run_1/metal_stack.png
(3 px per um) Only two layers are drawn.
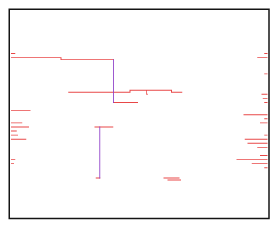
run_1/final_clocks.png
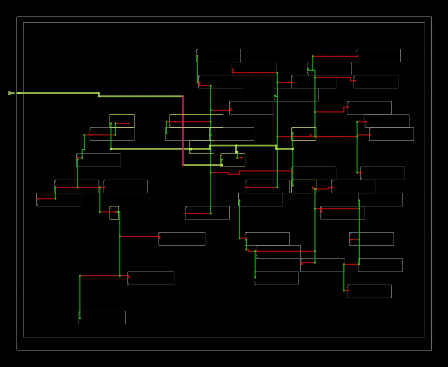
run_1/clock_map.png
(6 px per um)
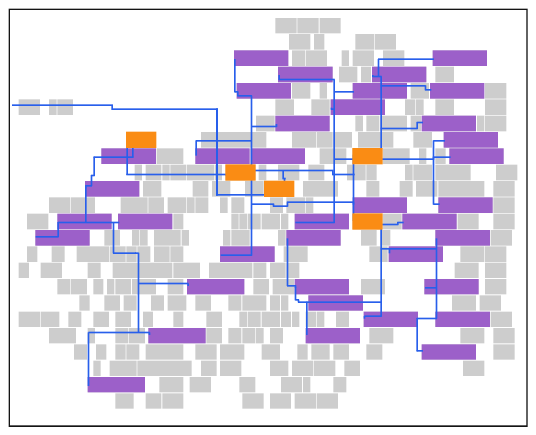
<file path="config.mk">
export PLATFORM = sky130hd
export DESIGN_NAME = multicycle_sequencer
export DESIGN_NICKNAME = d
export VERILOG_FILES = /design/src/rtl/multicycle_sequencer.sv
export SDC_FILE = /design/constraint.sdc
export NUM_CORES = 1
export LEC_CHECK = 0
export ABC_CLOCK_PERIOD_IN_PS = 2100
export CORE_ASPECT_RATIO = 0.8
export CORE_UTILIZATION = 36
export CTS_CLUSTER_DIAMETER = 100
export DETAILED_ROUTE_END_ITERATION = 8
export GPL_TIMING_DRIVEN = 1
export MAX_ROUTING_LAYER = met4
export PLACE_DENSITY = 0.74
export SETUP_SLACK_MARGIN = 0.02
export SLEW_MARGIN = 20
export SYNTH_ARGS = -nofsm -noshare
export SYNTH_HDL_FRONTEND = slang
export SYNTH_SLANG_ARGS = --single-unit
</file>
<file path="constraint.sdc">
create_clock -name clk -period 2.1 [get_ports clk]
set_input_delay 0.21 -clock clk [delete_from_list [all_inputs] [get_ports clk]]
set_output_delay 0.21 -clock clk [all_outputs]
set_load 0.03 [all_outputs]
</file>
<file path="src/rtl/multicycle_sequencer.sv">
// Multicycle instruction sequencer: FETCH/DECODE/EXEC/MEM/WB control FSM with
// memory wait timeout, halt at instruction boundaries and a retired-instruction
// counter.
//
//   state  | meaning
//   -------+--------------------------------------------------------------
//   IDLE   | waiting for start (ignored while err is set)
//   FETCH  | instruction memory request; ir_load on mem_ack
//   DECODE | latch control word and opclass; unknown opclass retires as NOP
//   EXEC   | drive alu_op; branches retire here
//   MEM    | data memory request, write enable from latched MemWrite
//   WB     | register-file write and retire
module multicycle_sequencer #(
  parameter logic [7:0] MEM_TIMEOUT = 8'd255
) (
  input  logic        clk,
  input  logic        rst,
  input  logic        start,
  input  logic        halt,
  input  logic [2:0]  opclass,
  input  logic [31:0] ctrl_word,
  input  logic        mem_ack,
  input  logic        branch_taken,
  output logic        mem_req,
  output logic        mem_we,
  output logic        ir_load,
  output logic        pc_en,
  output logic        pc_sel,
  output logic        rf_we,
  output logic [3:0]  alu_op,
  output logic [2:0]  state,
  output logic        busy,
  output logic        err,
  output logic [15:0] instr_count
);

  typedef enum logic [2:0] {
    S_IDLE   = 3'd0,
    S_FETCH  = 3'd1,
    S_DECODE = 3'd2,
    S_EXEC   = 3'd3,
    S_MEM    = 3'd4,
    S_WB     = 3'd5
  } state_t;

  localparam logic [2:0] OPC_RTYPE  = 3'b010;
  localparam logic [2:0] OPC_BRANCH = 3'b100;
  localparam logic [2:0] OPC_ITYPE  = 3'b110;
  localparam logic [2:0] OPC_MEMORY = 3'b111;

  state_t      r_state;
  state_t      w_next;
  logic [3:0]  r_aluop;
  logic        r_memwrite;
  logic        r_rfwrite;
  logic [2:0]  r_opclass;
  logic [7:0]  r_wait;
  logic        r_err;
  logic [15:0] r_instr_count;

  logic        w_waiting;
  logic        w_timeout;
  logic        w_valid_opc;
  state_t      w_retire_dest;
  logic        w_unused_ctrl;

  // ALU source selects and WBDSelect are consumed by the datapath, not here
  assign w_unused_ctrl = ^{ctrl_word[27:22], ctrl_word[20], ctrl_word[18:0]};

  assign w_waiting     = (r_state == S_FETCH) || (r_state == S_MEM);
  // an ack arriving in the timeout cycle wins
  assign w_timeout     = w_waiting && !mem_ack && (r_wait == MEM_TIMEOUT - 8'd1);
  assign w_valid_opc   = (opclass == OPC_RTYPE) || (opclass == OPC_BRANCH) ||
                         (opclass == OPC_ITYPE) || (opclass == OPC_MEMORY);
  // halt only matters when the next instruction would be fetched
  assign w_retire_dest = halt ? S_IDLE : S_FETCH;

  assign state       = r_state;
  assign busy        = (r_state != S_IDLE);
  assign err         = r_err;
  assign alu_op      = r_aluop;
  assign instr_count = r_instr_count;

  // Next-state and control outputs
  always_comb begin
    w_next  = r_state;
    mem_req = 1'b0;
    mem_we  = 1'b0;
    ir_load = 1'b0;
    pc_en   = 1'b0;
    pc_sel  = 1'b0;
    rf_we   = 1'b0;
    case (r_state)
      S_IDLE: begin
        if (start && !halt && !r_err) w_next = S_FETCH;
      end
      S_FETCH: begin
        mem_req = !w_timeout;
        if (mem_ack) begin
          ir_load = 1'b1;
          w_next  = S_DECODE;
        end else if (w_timeout) begin
          w_next = S_IDLE;
        end
      end
      S_DECODE: begin
        if (w_valid_opc) begin
          w_next = S_EXEC;
        end else begin
          pc_en  = 1'b1;
          w_next = w_retire_dest;
        end
      end
      S_EXEC: begin
        if (r_opclass == OPC_BRANCH) begin
          pc_en  = 1'b1;
          pc_sel = branch_taken;
          w_next = w_retire_dest;
        end else if (r_opclass == OPC_MEMORY) begin
          w_next = S_MEM;
        end else if (r_rfwrite) begin
          w_next = S_WB;
        end else begin
          pc_en  = 1'b1;
          w_next = w_retire_dest;
        end
      end
      S_MEM: begin
        mem_req = !w_timeout;
        mem_we  = r_memwrite && !w_timeout;
        if (mem_ack) begin
          if (r_rfwrite) begin
            w_next = S_WB;
          end else begin
            pc_en  = 1'b1;
            w_next = w_retire_dest;
          end
        end else if (w_timeout) begin
          w_next = S_IDLE;
        end
      end
      S_WB: begin
        rf_we  = 1'b1;
        pc_en  = 1'b1;
        w_next = w_retire_dest;
      end
      default: w_next = S_IDLE;
    endcase
  end

  // State register
  always_ff @(posedge clk or posedge rst) begin
    if (rst) r_state <= S_IDLE;
    else     r_state <= w_next;
  end

  // Capture the decoded control fields for EXEC/MEM/WB
  always_ff @(posedge clk or posedge rst) begin
    if (rst) begin
      r_aluop    <= 4'd0;
      r_memwrite <= 1'b0;
      r_rfwrite  <= 1'b0;
      r_opclass  <= 3'd0;
    end else if (r_state == S_DECODE) begin
      r_aluop    <= ctrl_word[31:28];
      r_memwrite <= ctrl_word[21];
      r_rfwrite  <= ctrl_word[19];
      r_opclass  <= opclass;
    end
  end

  // Memory wait counter: cleared on entry to FETCH/MEM, counts unacked cycles
  always_ff @(posedge clk or posedge rst) begin
    if (rst) begin
      r_wait <= 8'd0;
    end else if (((w_next == S_FETCH) || (w_next == S_MEM)) && (w_next != r_state)) begin
      r_wait <= 8'd0;
    end else if (w_waiting && !mem_ack) begin
      r_wait <= r_wait + 8'd1;
    end
  end

  // Sticky timeout flag
  always_ff @(posedge clk or posedge rst) begin
    if (rst)            r_err <= 1'b0;
    else if (w_timeout) r_err <= 1'b1;
  end

  // Retired instruction counter
  always_ff @(posedge clk or posedge rst) begin
    if (rst)        r_instr_count <= 16'd0;
    else if (pc_en) r_instr_count <= r_instr_count + 16'd1;
  end

endmodule

</file>
==> impl_metrics.env, run 1 <==
# source this file to load flow results
export IMPL_outcome="completed"
export IMPL_path_max_fanout=8
export IMPL_path_clk_slew_ns=0.08
export IMPL_setup_viol=0
export IMPL_power_density_nw_per_um2=1100
export IMPL_io_buffers=45
export IMPL_rsz0062_at_grt="false"
export IMPL_path_buffers=3
export IMPL_slowest_stage="dfrtp_2"
export IMPL_fp_nets=233
export IMPL_rows=24
export IMPL_ys_area_um2=2030
export IMPL_via_count=1598
export IMPL_cp_required_ns=2.30
export IMPL_antenna_found_initial=0
export IMPL_irDropWorstVdd_mv=0.458
export IMPL_diodes=0
export IMPL_drv_cap=0
export IMPL_yosysCellCount=188
export IMPL_nets=303
export IMPL_wl_met3_um=180
export IMPL_yosys_warnings=0
export IMPL_fp_util=0.374
export IMPL_edf_count=0
export IMPL_hp_class="primary input to asynchronous set/reset pin"
export IMPL_die_x_um=86.1
export IMPL_ys_types=50
export IMPL_hold_viol_final=0
export IMPL_overflow=0
export IMPL_path_cells="buf_6, xnor2_4, nor4_2, buf_4, buf_4, or4_4, a31o_4, a211oi_2"
export IMPL_cts_root_buf="clkbuf_8"
export IMPL_synthTopCellsByArea="dfrtp_1 46%, xnor2_1 5.6%, mux2_2 4.4%"
export IMPL_whs_ns=0.325
export IMPL_coreArea_um2=5440
export IMPL_async_flop_share=1.00
export IMPL_start_kind="flop"
export IMPL_yosys_area_top_type_share=0.455
export IMPL_grt_max_degree=38
export IMPL_avgSynthCellArea_um2=10.8
export IMPL_fmax_mhz=497
export IMPL_slowest_delay_ns=0.44
export IMPL_final_util=0.531
export IMPL_syn_inst=188
export IMPL_warnings=54
export IMPL_synth_area_um2=2030
export IMPL_slew_violations=0
export IMPL_post_route_min_period_ns=2.01
export IMPL_chipArea_um2=5960
export IMPL_drc=0
export IMPL_arrival_ns=2.21
export IMPL_met2_length_um=1840
export IMPL_ys_seq_share=0.455
About metal_stack.png:
[purple] met4 | wire length: 31.3 um
[red] met3 | wire length: 181 um

About final_clocks.png:
Power Clock: 590 uW
CTS Sinks: 37
clock buffers: 5
Layout Skew: 0.0111 ns
Latency at later pin: 0.28 ns

About clock_map.png:
[orange] cells driving clock nets | count: 5
[blue] clock wires | length: 494 um
[purple] flip-flops | count: 37
routed clock nets: 6
Clk pwr share: 0.187

-- run 1: final timing paths --
| kind | slack, ns | cells past startpoint | to |
|---|---|---|---|
| setup / recovery | 0.09 | 8 | r_wait[1] |
| hold / removal | 0.32 | 3 | instr_count[2] |
| setup reg to reg | 0.09 | 8 | r_wait[1] |
| hold reg to reg | 0.47 | 1 | instr_count[15] |
| max in group asynchronous | 1.41 | 3 | state[2] |
| min in group clk | 0.47 | 1 | instr_count[15] |
-- run 1: sequential cells by signal, indices dropped and copies added, names as in the netlist --
| signal | flops |
|---|---|
| r_opclass | 3 |
| r_rfwrite | 1 |
| alu_op | 4 |
| instr_count | 16 |
| err | 1 |
| state | 3 |
| r_wait | 8 |
| r_memwrite | 1 |
-- run 1: power by group --
| part | switching (mW) | leakage, nW | internal (mW) |
|---|---|---|---|
| clock network | 0.245 | 0.0540 | 0.345 |
| logic | 0.808 | 0.705 | 0.741 |
| registers | 0.145 | 0.466 | 0.881 |
-- run 1: cell families after synthesis --
group | share of synthesized area
xor+xnor | 0.112
flops | 0.455
compound gates | 0.0689
simple gates | 0.250
buf+inv | 0.0449
fa+ha+maj | 0.0246
mux | 0.0443
-- run 1: per-stage QoR --
step	instances	total power, mW	cell area, um^2	worst slack [ns]
after floorplan	188	1.97	2070	0.0405
after global placement	328	2.53	2750	-0.167
after detailed placement	328	2.56	2750	-0.180
after CTS	335	3.16	2860	0.0189
after global routing	336	3.36	2890	0.0165
final	336	3.17	2890	0.0888
-- run 1: Yosys cell counts (all sizes together) (3+ instances only) --
cell type	instances
ha	4
dfrtp	37
nor2b	7
nand4	7
and2	3
a21oi	3
nand2b	5
nor4	3
nand2	12
nand3	9
nor3	7
a211oi	3
inv	7
xnor2	15
nor2	15
mux2	8
xor2	8
buf	5
-- run 1: metal layers --
metal  global-route usage  vias to the layer above
met3               0.0524                        4
met1                0.207                      761
met4               0.0333                        0
li1                     -                      795
met2                0.225                       38
met5                    -                        -
-- run 1: cell type report --
class | instances | area (um^2)
tap | 78 | 97.6
inverter | 8 | 42.5
timing repair buffer | 70 | 639
multi-input combinational | 136 | 1070
sequential | 37 | 930
fill | 495 | 2550
clock inverter | 2 | 35.0
clock buffer | 5 | 68.8
-- run 1: worst register-to-register path, delay by kind of cell, from the launching register on --
family,cells,cell delay (ns)
buf+inv,3,0.42
compound gates,2,0.44
xor+xnor,1,0.16
flops,1,0.44
simple gates,2,0.47
-- run 1: timing repair --
action	in CTS	in global routing
pin swaps	3	2
setup endpoints to repair	9	12
setup buffers	0	1
hold buffers	0	0
resized	27	5
--- run 2 (diff from run 1) ---
--- a/config.mk
+++ b/config.mk
@@ -8,6 +8,7 @@
 export ABC_CLOCK_PERIOD_IN_PS = 2100
 export CORE_ASPECT_RATIO = 0.8
 export CORE_UTILIZATION = 36
+export CTS_BUF_LIST = sky130_fd_sc_hd__clkbuf_4 sky130_fd_sc_hd__clkbuf_8
 export CTS_CLUSTER_DIAMETER = 100
 export DETAILED_ROUTE_END_ITERATION = 8
 export GPL_TIMING_DRIVEN = 1
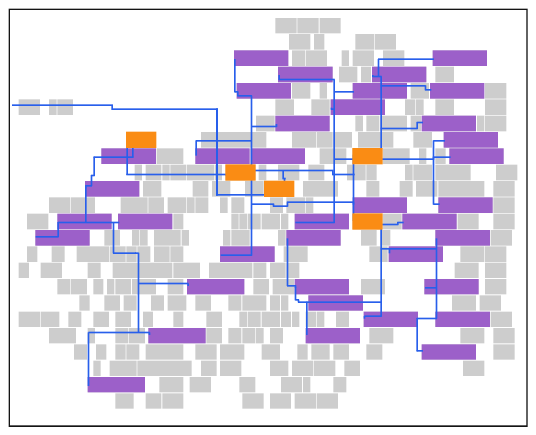
run_2/clock_map.png
(6 px per um)
[blue] clock wires | length: 494 um
[purple] flip-flops | count: 37
[orange] cells driving clock nets | count: 5
routed clock nets: 6

==> run 2 against run 1 <==
  * Critical path depth unchanged
  * Clock power about the same
  * Non-clock buffer count unchanged
  * Wire length unchanged
  * Fmax unchanged
  * Setup slack unchanged
  * Synthesized cell count unchanged
  * Count of clock-buffer cells in the layout unchanged
  * Critical endpoint unchanged
==> impl_metrics.env, run 2 <==
# source this file to load flow results
export IMPL_ctsHoldBuffers=0
export IMPL_hpwl_um=3130
export IMPL_viasPerCell=4.76
export IMPL_fp_nets=233
export IMPL_grt_pass1_vias=1523
export IMPL_via_count=1598
export IMPL_final_util=0.531
export IMPL_grtUsageTotal=0.154
export IMPL_warnings=54
export IMPL_overflow=0
export IMPL_irDropWorstVdd_mv=0.458
export IMPL_ys_types=50
export IMPL_cts_root_buf="clkbuf_8"
export IMPL_rsz0062_at_grt="false"
export IMPL_drv_cap=0
export IMPL_fin_skew_ns=0.0111
export IMPL_drive_gt1_frac=0.271
export IMPL_nets=303
export IMPL_path_clk_slew_ns=0.08
export IMPL_post_route_min_period_ns=2.01
export IMPL_flop_cell="dfrtp_1"
export IMPL_rows=24
export IMPL_ys_seq_share=0.455
export IMPL_die_x_um=86.1
export IMPL_yosysTopAreaCell="dfrtp_1"
export IMPL_fp_util=0.374
export IMPL_dp_slack_ns=-0.180
export IMPL_edf_count=0
export IMPL_cp_required_ns=2.30
export IMPL_ys_seq_elements=37
export IMPL_fmax_mhz=497
export IMPL_place_inst=328
export IMPL_diodes=0
export IMPL_power_density_nw_per_um2=1100
export IMPL_clock_sinks=37
export IMPL_start_kind="flop"
export IMPL_yosys_area_top_type_share=0.455
export IMPL_dr_pass1_iters=4
export IMPL_critPathKind="flop to flop"
export IMPL_io_pins=72
export IMPL_drc=0
export IMPL_syn_inst=188
export IMPL_gp_congestion=0.841
export IMPL_fin_crit_sh=0.958
export IMPL_hold_viol_final=0
export IMPL_ys_top_cells_by_count="37 x dfrtp_1, 14 x nor2_1, 13 x xnor2_1, 12 x nand2_1"
export IMPL_clk_latency_ns=0.28
export IMPL_mostFrequentLayoutCells="38 x clkdlybuf4s50_1, 34 x dfrtp_1, 23 x buf_4"
export IMPL_cts_path_max_buffers=2
export IMPL_arrival_ns=2.21
export IMPL_syn2layout_area_growth_pct=41.8
export IMPL_htreeDepth=2
export IMPL_logic_area_um2=1070
export IMPL_stdcell_count=336
export IMPL_top_cell="dfrtp_1"
export IMPL_largest_reg_flops=16
export IMPL_timing_rr_start="state[2]"
export IMPL_cts_buffers=5
export IMPL_yosys_warnings=0
export IMPL_synthTopCellsByArea="dfrtp_1 46%, xnor2_1 5.6%, mux2_2 4.4%"
export IMPL_power_total_mw=3.17
export IMPL_setup_viol=0
export IMPL_antenna_found_initial=0
export IMPL_flop_area_um2=930
export IMPL_async_flop_share=1.00
export IMPL_synth_area_um2=2030
export IMPL_r2r_end="r_wait[1]"
export IMPL_avgSynthCellArea_um2=10.8
export IMPL_outcome="completed"
export IMPL_fp_dieH_um=69.2
export IMPL_chipArea_um2=5960
export IMPL_grt_max_degree=38
export IMPL_lay_top_count="clkdlybuf4s50_1"
export IMPL_worst_r2r_path_depth=8
export IMPL_setup_slack_ns=0.0888
export IMPL_path_max_fanout=8
export IMPL_io_buffers=45
export IMPL_post_drt_wl_per_cell_um=12.5
export IMPL_r2r_slack_ns=0.09
export IMPL_slew_violations=0
export IMPL_coreArea_um2=5440
export IMPL_yosysCellCount=188
export IMPL_hp_class="primary input to asynchronous set/reset pin"
export IMPL_end_kind="flop"
export IMPL_ys_area_um2=2030
export IMPL_fillerInstances=495
run 2: cell counts in the layout (fill, tap and decap cells not counted):
Identical to the previous run, type by type.
run 2: metal layers:
layer | routed length (um) | track usage | vias to the layer above | part of all wire
li1 | - | - | 795 | -
met1 | 2130 | 0.207 | 761 | 0.51
met2 | 1840 | 0.225 | 38 | 0.44
met3 | 180 | 0.0524 | 4 | 0.043
met4 | 31 | 0.0333 | 0 | 0.0074
met5 | 0 | - | - | 0
run 2: stage by stage:
| stage | hold WS [ns] | area (um^2) | setup TNS [ns] |
|---|---|---|---|
| 2_1_floorplan | 0.327 | 2070 | 0 |
| 3_3_place_gp | 0.462 | 2750 | -0.834 |
| 3_5_place_dp | 0.467 | 2750 | -1.01 |
| 4_1_cts | 0.351 | 2860 | 0 |
| 5_1_grt | 0.384 | 2890 | 0 |
| 6_report | 0.325 | 2890 | 0 |
run 2: worst max-delay path: stages, from the launching register on:
cell and delay, ns:
dfrtp_2 0.44, buf_6 0.15, xnor2_4 0.16, nor4_2 0.05, buf_4 0.14, buf_4 0.13
or4_4 0.42, a31o_4 0.29, a211oi_2 0.15
run 2: layout make-up:
type	count	area share
clock buffer	5	0.0239
clock inverter	2	0.0121
inverter	8	0.0147
multi-input combinational	136	0.372
sequential	37	0.322
tap	78	0.0338
timing repair buffer	70	0.222
run 2: worst max-delay path by stage:
stage,startpoint,end,cells past startpoint
after floorplan,state[1],instr_count[12],10
after global placement,mem_ack,pc_en,6
after detailed placement,opclass[1],pc_en,6
after CTS,state[2],r_wait[1],8
after global routing,state[2],instr_count[9],9
final,state[2],r_wait[1],8
run 2: power by group:
part | leakage (nW) | total, mW | internal [mW] | switching (mW)
Clock | 0.0540 | 0.590 | 0.345 | 0.245
Combinational | 0.705 | 1.55 | 0.741 | 0.808
Sequential | 0.466 | 1.03 | 0.881 | 0.145
run 2: logic make-up (layout without fill, tap and decap cells):
logic type / Yosys count / in the layout / share of synthesized area
AND/OR/NAND/NOR: 82 / 82 / 0.250
flip-flops: 37 / 37 / 0.455
XOR/XNOR: 23 / 23 / 0.112
AND-OR/OR-AND: 19 / 19 / 0.0689
buffers and inverters: 15 / 85 / 0.0449
multiplexers: 8 / 8 / 0.0443
adder cells (fa/ha/maj): 4 / 4 / 0.0246
run 2: timing repair:
action,4_1_cts,5_1_grt
setup buffers,0,1
pin swaps,3,2
setup endpoints to repair,9,12
resized,27,5
--- run 3 (diff from run 2) ---
--- a/config.mk
+++ b/config.mk
@@ -7,13 +7,13 @@
 export LEC_CHECK = 0
 export ABC_CLOCK_PERIOD_IN_PS = 2100
 export CORE_ASPECT_RATIO = 0.8
-export CORE_UTILIZATION = 36
+export CORE_UTILIZATION = 30
 export CTS_BUF_LIST = sky130_fd_sc_hd__clkbuf_4 sky130_fd_sc_hd__clkbuf_8
 export CTS_CLUSTER_DIAMETER = 100
 export DETAILED_ROUTE_END_ITERATION = 8
 export GPL_TIMING_DRIVEN = 1
 export MAX_ROUTING_LAYER = met4
-export PLACE_DENSITY = 0.74
+export PLACE_DENSITY = 0.65
 export SETUP_SLACK_MARGIN = 0.02
 export SLEW_MARGIN = 20
 export SYNTH_ARGS = -nofsm -noshare
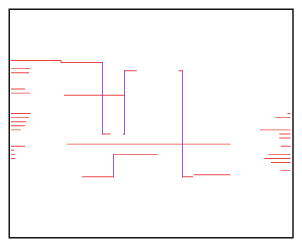
run_3/metal_stack.png
(3 px per um) Only two layers are drawn.
[purple] met4 | wire length: 87.7 um
[red] met3 | wire length: 258 um
per-cell routed wire length: 13.3 um
vias: 1614
Overall Global Routing Usage: 0.146
WL final: 4530 um

==> run 3 against run 2 <==
  * Cell count is 1.2% higher
  * Sequential cell count unchanged
  * Via count rose by 1.0%
  * Largest power group unchanged
  * Largest cell class unchanged
  * Global-route usage decreased by 0.80 points
  * Sequential share of layout area grew 0.14 points
  * Synthesized cell count did not move
==> impl_metrics.env, run 3 <==
# source this file to load flow results
export IMPL_ys_seq_elements=37
export IMPL_rsz0062_at_grt="true"
export IMPL_hpwl_um=3330
export IMPL_path_common_cell="buf_4"
export IMPL_r2r_slack_ns=0.08
export IMPL_top_cell="dfrtp_1"
export IMPL_drc=0
export IMPL_ys_types=50
export IMPL_yosys_warnings=0
export IMPL_clock_sinks=37
export IMPL_flop_area_um2=930
export IMPL_coreArea_um2=6470
export IMPL_power_density_nw_per_um2=1070
export IMPL_lay_top_count="clkdlybuf4s50_1"
export IMPL_hold_viol_final=0
export IMPL_mostFrequentLayoutCells="38 x clkdlybuf4s50_1, 34 x dfrtp_1, 21 x buf_4"
export IMPL_place_inst=329
export IMPL_outcome="completed"
export IMPL_flop_cell="dfrtp_1"
export IMPL_fmax_mhz=491
export IMPL_ys_area_um2=2030
export IMPL_path_max_fanout=8
export IMPL_synthTopCellsByArea="dfrtp_1 46%, xnor2_1 5.6%, mux2_2 4.4%"
export IMPL_power_total_mw=3.08
export IMPL_io_pins=72
export IMPL_fp_nets=233
export IMPL_grtUsageMet3=0.0359
export IMPL_nets=300
export IMPL_syn2layout_area_growth_pct=41.2
export IMPL_fin_crit_sh=0.970
export IMPL_drive_gt1_frac=0.262
export IMPL_warnings=55
export IMPL_edf_count=0
export IMPL_drv_cap=0
export IMPL_dr_pass1_iters=4
export IMPL_critPathKind="flop to primary output"
export IMPL_diodes=0
export IMPL_slowest_delay_ns=0.45
export IMPL_slowest_stage="dfrtp_2"
export IMPL_cts_path_max_buffers=2
export IMPL_die_x_um=94.1
export IMPL_gp_congestion=0.792
export IMPL_path_cells="buf_12, xnor2_4, nor4_4, buf_4, buf_6, nor4b_4, buf_4"
export IMPL_io_buffers=45
export IMPL_final_util=0.444
export IMPL_path_clk_slew_ns=0.07
export IMPL_grt_max_degree=17
export IMPL_grt_pass1_vias=1532
export IMPL_hp_class="primary input to asynchronous set/reset pin"
export IMPL_yosysCellCount=188
export IMPL_end_kind="primary output"
export IMPL_arrival_ns=1.83
export IMPL_top_usage_layer="met2"
export IMPL_grt_util_met1=0.190
export IMPL_use_met2=0.222
export IMPL_rows=26
export IMPL_ys_top_cells_by_count="37 x dfrtp_1, 14 x nor2_1, 13 x xnor2_1, 12 x nand2_1"
==> run 3: cell counts after synthesis <==
No cell type changed its count.
==> run 3: area by class of cell <==
| cell class | instances | share of cell area |
|---|---|---|
| multi-input combinational | 136 | 0.375 |
| sequential | 37 | 0.324 |
| timing repair buffer | 67 | 0.216 |
| tap | 84 | 0.0366 |
| clock buffer | 8 | 0.0340 |
| inverter | 8 | 0.0148 |
==> run 3: where the power goes <==
part,switching [mW],internal [mW]
Sequential,0.171,0.882
Clock,0.242,0.294
Combinational,0.783,0.711
==> run 3: logic make-up (layout without fill, tap and decap cells) <==
kind of cell    count (synthesis)  count (layout)  share of synthesized area
simple gates                   82              82                      0.250
flops                          37              37                      0.455
xor+xnor                       23              23                      0.112
compound gates                 19              19                     0.0689
buf+inv                        15              83                     0.0449
mux                             8               8                     0.0443
fa+ha+maj                       4               4                     0.0246
==> run 3: critical path: cells and delay by family (launching register included) <==
kind,cells,cell delay [ns]
and+or+nand+nor,2,0.33
DFF,1,0.45
buffers and inverters,4,0.60
xor gates and xnor gates,1,0.17
==> run 3: path summary, 6_finish.rpt <==
path / from / end / depth (start not counted)
worst max-delay path: state[2] / mem_we / 7
worst min-delay path: rst / r_wait[6] / 2
worst max register to register: state[2] / r_wait[1] / 7
worst min register to register: instr_count[15] / instr_count[15] / 1
max in group asynchronous: rst / instr_count[10] / 3
min in group clk: instr_count[15] / instr_count[15] / 1
==> run 3: timing repair <==
action	4_1_cts	5_1_grt
pin swaps	2	5
setup endpoints to repair	8	15
gates resized	14	6
setup buffers	0	4
==> run 3: layer usage <==
layer | vias to the layer above | routed length (um)
met1 | 781 | 2150
met3 | 9 | 257
met5 | - | 0
met4 | 0 | 87
li1 | 788 | -
met2 | 36 | 2030
==> run 3: through the flow <==
stage	area [um^2]	setup WS, ns
after floorplan	2070	0.0405
after global placement	2730	-0.240
after detailed placement	2730	-0.196
after CTS	2860	-0.00171
after global routing	2870	-0.0186
final	2870	0.0634
No activity file was given, so power comes from the tool's default toggle rates.
